==> images/drive_strength.png <==
The bar under the picture is 20 um long.
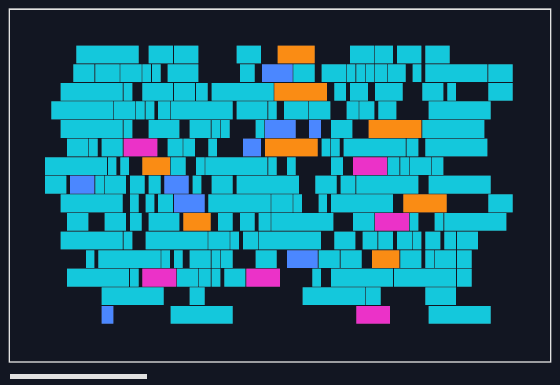
==> images/registers.png <==
The bar under the picture is 20 um long. Other sequential cells in the stronger grey, the rest of the logic in the fainter grey.
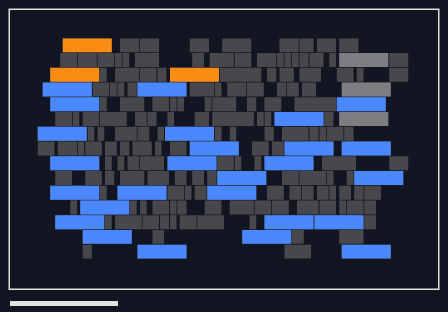
==> images/port_nets.png <==
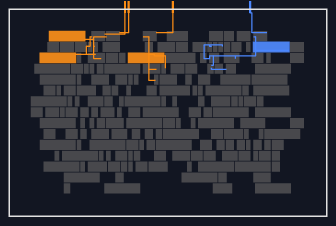
==> images/final_clocks.png <==
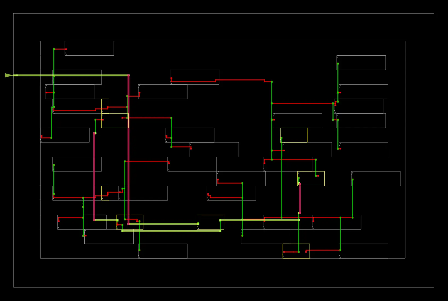
**src/rtl/led_seq_pkg.sv**
```systemverilog
// led_seq_pkg: mode and direction encodings shared by the LED sequencer files.
package led_seq_pkg;
  localparam logic [1:0] MODE_HOLD   = 2'b00;
  localparam logic [1:0] MODE_UP     = 2'b01;
  localparam logic [1:0] MODE_DOWN   = 2'b10;
  localparam logic [1:0] MODE_BOUNCE = 2'b11;
  localparam logic DIR_UP   = 1'b0;
  localparam logic DIR_DOWN = 1'b1;
endpackage

```
**src/rtl/led_sequencer_tick_gen.sv**
```systemverilog
// tick_gen: prescaler dividing clk by DIV; tick_int flags terminal count, tick is its registered pulse.
module tick_gen #(
  parameter int DIV = 50_000_000
) (
  input  logic clk,
  input  logic reset,
  input  logic en,
  output logic tick_int,
  output logic tick
);
  localparam int W = DIV > 1 ? $clog2(DIV) : 1;
  logic [W-1:0] r_cnt;
  assign tick_int = (r_cnt == W'(DIV - 1));
  always_ff @(posedge clk or negedge reset)
    if (!reset) begin
      r_cnt <= '0;
      tick  <= 1'b0;
    end else begin
      tick <= en & tick_int;
      if (en) r_cnt <= tick_int ? '0 : r_cnt + 1'b1;
    end
endmodule

```
**src/rtl/led_sequencer.sv**
```systemverilog
// led_sequencer: moving-light position generator (hold/up/down/bounce) driven by prescaler ticks and manual steps.
// Define LED_SEQUENCER_STEP_SYNC_EN to synchronize step and advance once per rising edge.
module led_sequencer
  import led_seq_pkg::*;
#(
  parameter int         DIV   = 50_000_000,
  parameter logic [2:0] START = 3'd0
) (
  input  logic       clk,
  input  logic       reset,
  input  logic       run,
  input  logic [1:0] mode,
  input  logic       step,
  output logic [2:0] state,
  output logic       dir,
  output logic       tick,
  output logic       wrap
);
  logic w_tick_int, w_step_pulse, w_adv, w_turn;
  tick_gen #(.DIV(DIV)) u_tick_gen (
    .clk(clk), .reset(reset), .en(run), .tick_int(w_tick_int), .tick(tick)
  );
`ifdef LED_SEQUENCER_STEP_SYNC_EN
  logic r_s1, r_s2, r_s3;
  always_ff @(posedge clk or negedge reset)
    if (!reset) {r_s1, r_s2, r_s3} <= 3'b000;
    else {r_s1, r_s2, r_s3} <= {step, r_s1, r_s2};
  assign w_step_pulse = r_s2 & ~r_s3;
`else
  assign w_step_pulse = step;
`endif
  assign w_adv  = (run & w_tick_int) | w_step_pulse;
  // Bounce reverses at the end of travel before moving.
  assign w_turn = (dir == DIR_UP) ? (state == 3'd7) : (state == 3'd0);
  always_ff @(posedge clk or negedge reset)
    if (!reset) begin
      state <= START;
      dir   <= DIR_UP;
      wrap  <= 1'b0;
    end else begin
      wrap <= 1'b0;
      if (w_adv)
        case (mode)
          MODE_UP: begin
            state <= state + 3'd1;
            dir   <= DIR_UP;
            wrap  <= (state == 3'd7);
          end
          MODE_DOWN: begin
            state <= state - 3'd1;
            dir   <= DIR_DOWN;
            wrap  <= (state == 3'd0);
          end
          MODE_BOUNCE: begin
            state <= ((dir == DIR_UP) ^ w_turn) ? state + 3'd1 : state - 3'd1;
            dir   <= w_turn ? ~dir : dir;
            wrap  <= w_turn;
          end
          default: ;
        endcase
    end
endmodule

```
**config.mk**
```make
export PLATFORM = sky130hd
export DESIGN_NAME = led_sequencer
export DESIGN_NICKNAME = d
export VERILOG_FILES = /design/src/rtl/led_seq_pkg.sv /design/src/rtl/led_sequencer_tick_gen.sv /design/src/rtl/led_sequencer.sv
export SDC_FILE = /design/constraint.sdc
export NUM_CORES = 1
export LEC_CHECK = 0
export ABC_AREA = 0
export CORE_ASPECT_RATIO = 0.6
export CORE_MARGIN = 5
export CORE_UTILIZATION = 62
export CTS_CLUSTER_SIZE = 25
export DETAILED_ROUTE_END_ITERATION = 8
export GPL_TIMING_DRIVEN = 0
export PLACE_DENSITY = 0.83
export SYNTH_ARGS = -nofsm -noshare
export SYNTH_HDL_FRONTEND = slang
export SYNTH_SLANG_ARGS = --single-unit
```
**constraint.sdc**
```tcl
create_clock -name clk -period 2.6 [get_ports clk]
set_input_delay 0.52 -clock clk [delete_from_list [all_inputs] [get_ports clk]]
set_output_delay 0.52 -clock clk [all_outputs]
set_load 0.05 [all_outputs]
```
==> flow_metrics.tcl <==
# place-and-route summary
set metrics [dict create \
    status "finished, final reports clean" \
    seq_share 0.399 \
    wl_per_cell_um 15.5 \
    comb_cells 126 \
    yosysCellCount 168 \
    ctsHoldBuffers 0 \
    pwr-share-comb 0.297 \
    cts_num_sinks 32 \
    yosysTopAreaCell "dfrtp_1" \
    rsz0062_at_grt "no" \
    whs_ns 0.279 \
    required_ns 2.76 \
    startpoint_type "input pin" \
    setup_violations 0 \
    hp-class "input pin to asynchronous set/reset pin" \
    p_per_area_mw_per_mm2 730 \
    p_sw_frac 0.348 \
    fin_cells 221 \
    wl_met1_um 1770 \
    track_usage 0.193 \
    path_max_fanout 10 \
    drc 0 \
    final-comb-area_um2 932 \
    leakage_uw 0.000896 \
    maxSlewViolCount 0 \
    crit_arrival_ns 2.33 \
    synth-seq-cells 32 \
    power-top-group "registers" \
    busiest_layer "met2" \
    critPathKind "input pin to flop" \
    lay_top_cells "dfrtp_1, nor2_1, nand2_1, xnor2_1, xor2_1" \
    synth-async-reset-ratio 1.00 \
    io_pins 12 \
    clkCellAreaFrac 0.0448 \
    io_buffers 11 \
    first_pass_iters 4 \
    avgSynthCellArea_um2 10.5 \
    fmax_mhz 461 \
    reg2reg_depth 7 \
    top_cell_area_share 0.452 \
    dpl.cell_count 213 \
    hold_viol 0 \
    nFillCells 209 \
    finalClockSkew_ns 0.00644 \
    yosysUniqueCellTypes 44 \
    syn_inst 168 \
    rows 15 \
    htreeDepth 2 \
    yosys.stat.chipArea_mm2 0.00177 \
    antenna_found_initial 0 \
    die_y_um 51.4 \
    grt_pass1_wl_um 5840 \
    cp_cell_sequence "clkdlybuf4s50_1 > clkbuf_1 > nand4_1 > nor4_1 > xnor2_1 > nor2_1" \
    area_leaders "dfrtp_1, xnor2_1, xor2_1" \
    cts-root-buf "clkbuf_8" \
    comb_share 0.464 \
    grt_use_met3 0.0528 \
    cap_viol_max_count 0 \
    gr-usage-met1 0.274 \
    core_mm2 0.00280 \
]
## Picture notes: drive_strength.png
Key: blue = drive 2 [cells 9]; orange = drive 3 to 4 [cells 8]; cyan = drive 1 or less [cells 164]; magenta = drive 6 and up [cells 6]

## Picture notes: registers.png
Key: orange = state [flops 3]; blue = u_tick_gen.r_cnt [flops 26]

## Picture notes: port_nets.png
Key: orange = state [direction output, end cells 3, buffers 3, wire 75.8 um]; blue = dir [direction output, end cells 1, buffers 1, wire 53.3 um]

## Picture notes: final_clocks.png
registers: 32
TritonCTS Buffers: 5
P_clk: 393 uW
clk latency late pin: 0.28 ns

## kinds of logic after synthesis
group,share of synthesized area
xor gates and xnor gates,0.124
DFF,0.452
adders and majority gates,0.0353
buffers and inverters,0.0219
muxes,0.0113
AOI/OAI and AO/OA,0.0805
and+or+nand+nor,0.275
## final timing paths
| check | end | start |
|---|---|---|
| max | u_tick_gen.r_cnt[19] | run |
| max reg2reg | state[2] | state[0] |
| min in group clk | u_tick_gen.r_cnt[24] | u_tick_gen.r_cnt[24] |
| max in group asynchronous | u_tick_gen.r_cnt[12] | reset |
| min | state[2] | reset |
| min reg2reg | u_tick_gen.r_cnt[24] | u_tick_gen.r_cnt[24] |
## flip-flops by register name (all words and copies together), names as in the netlist
register,flops
u_tick_gen.r_cnt,26
u_tick_gen.tick,1
wrap,1
dir,1
state,3
Power figures rest on the tool's default switching activity, not on a simulated workload.
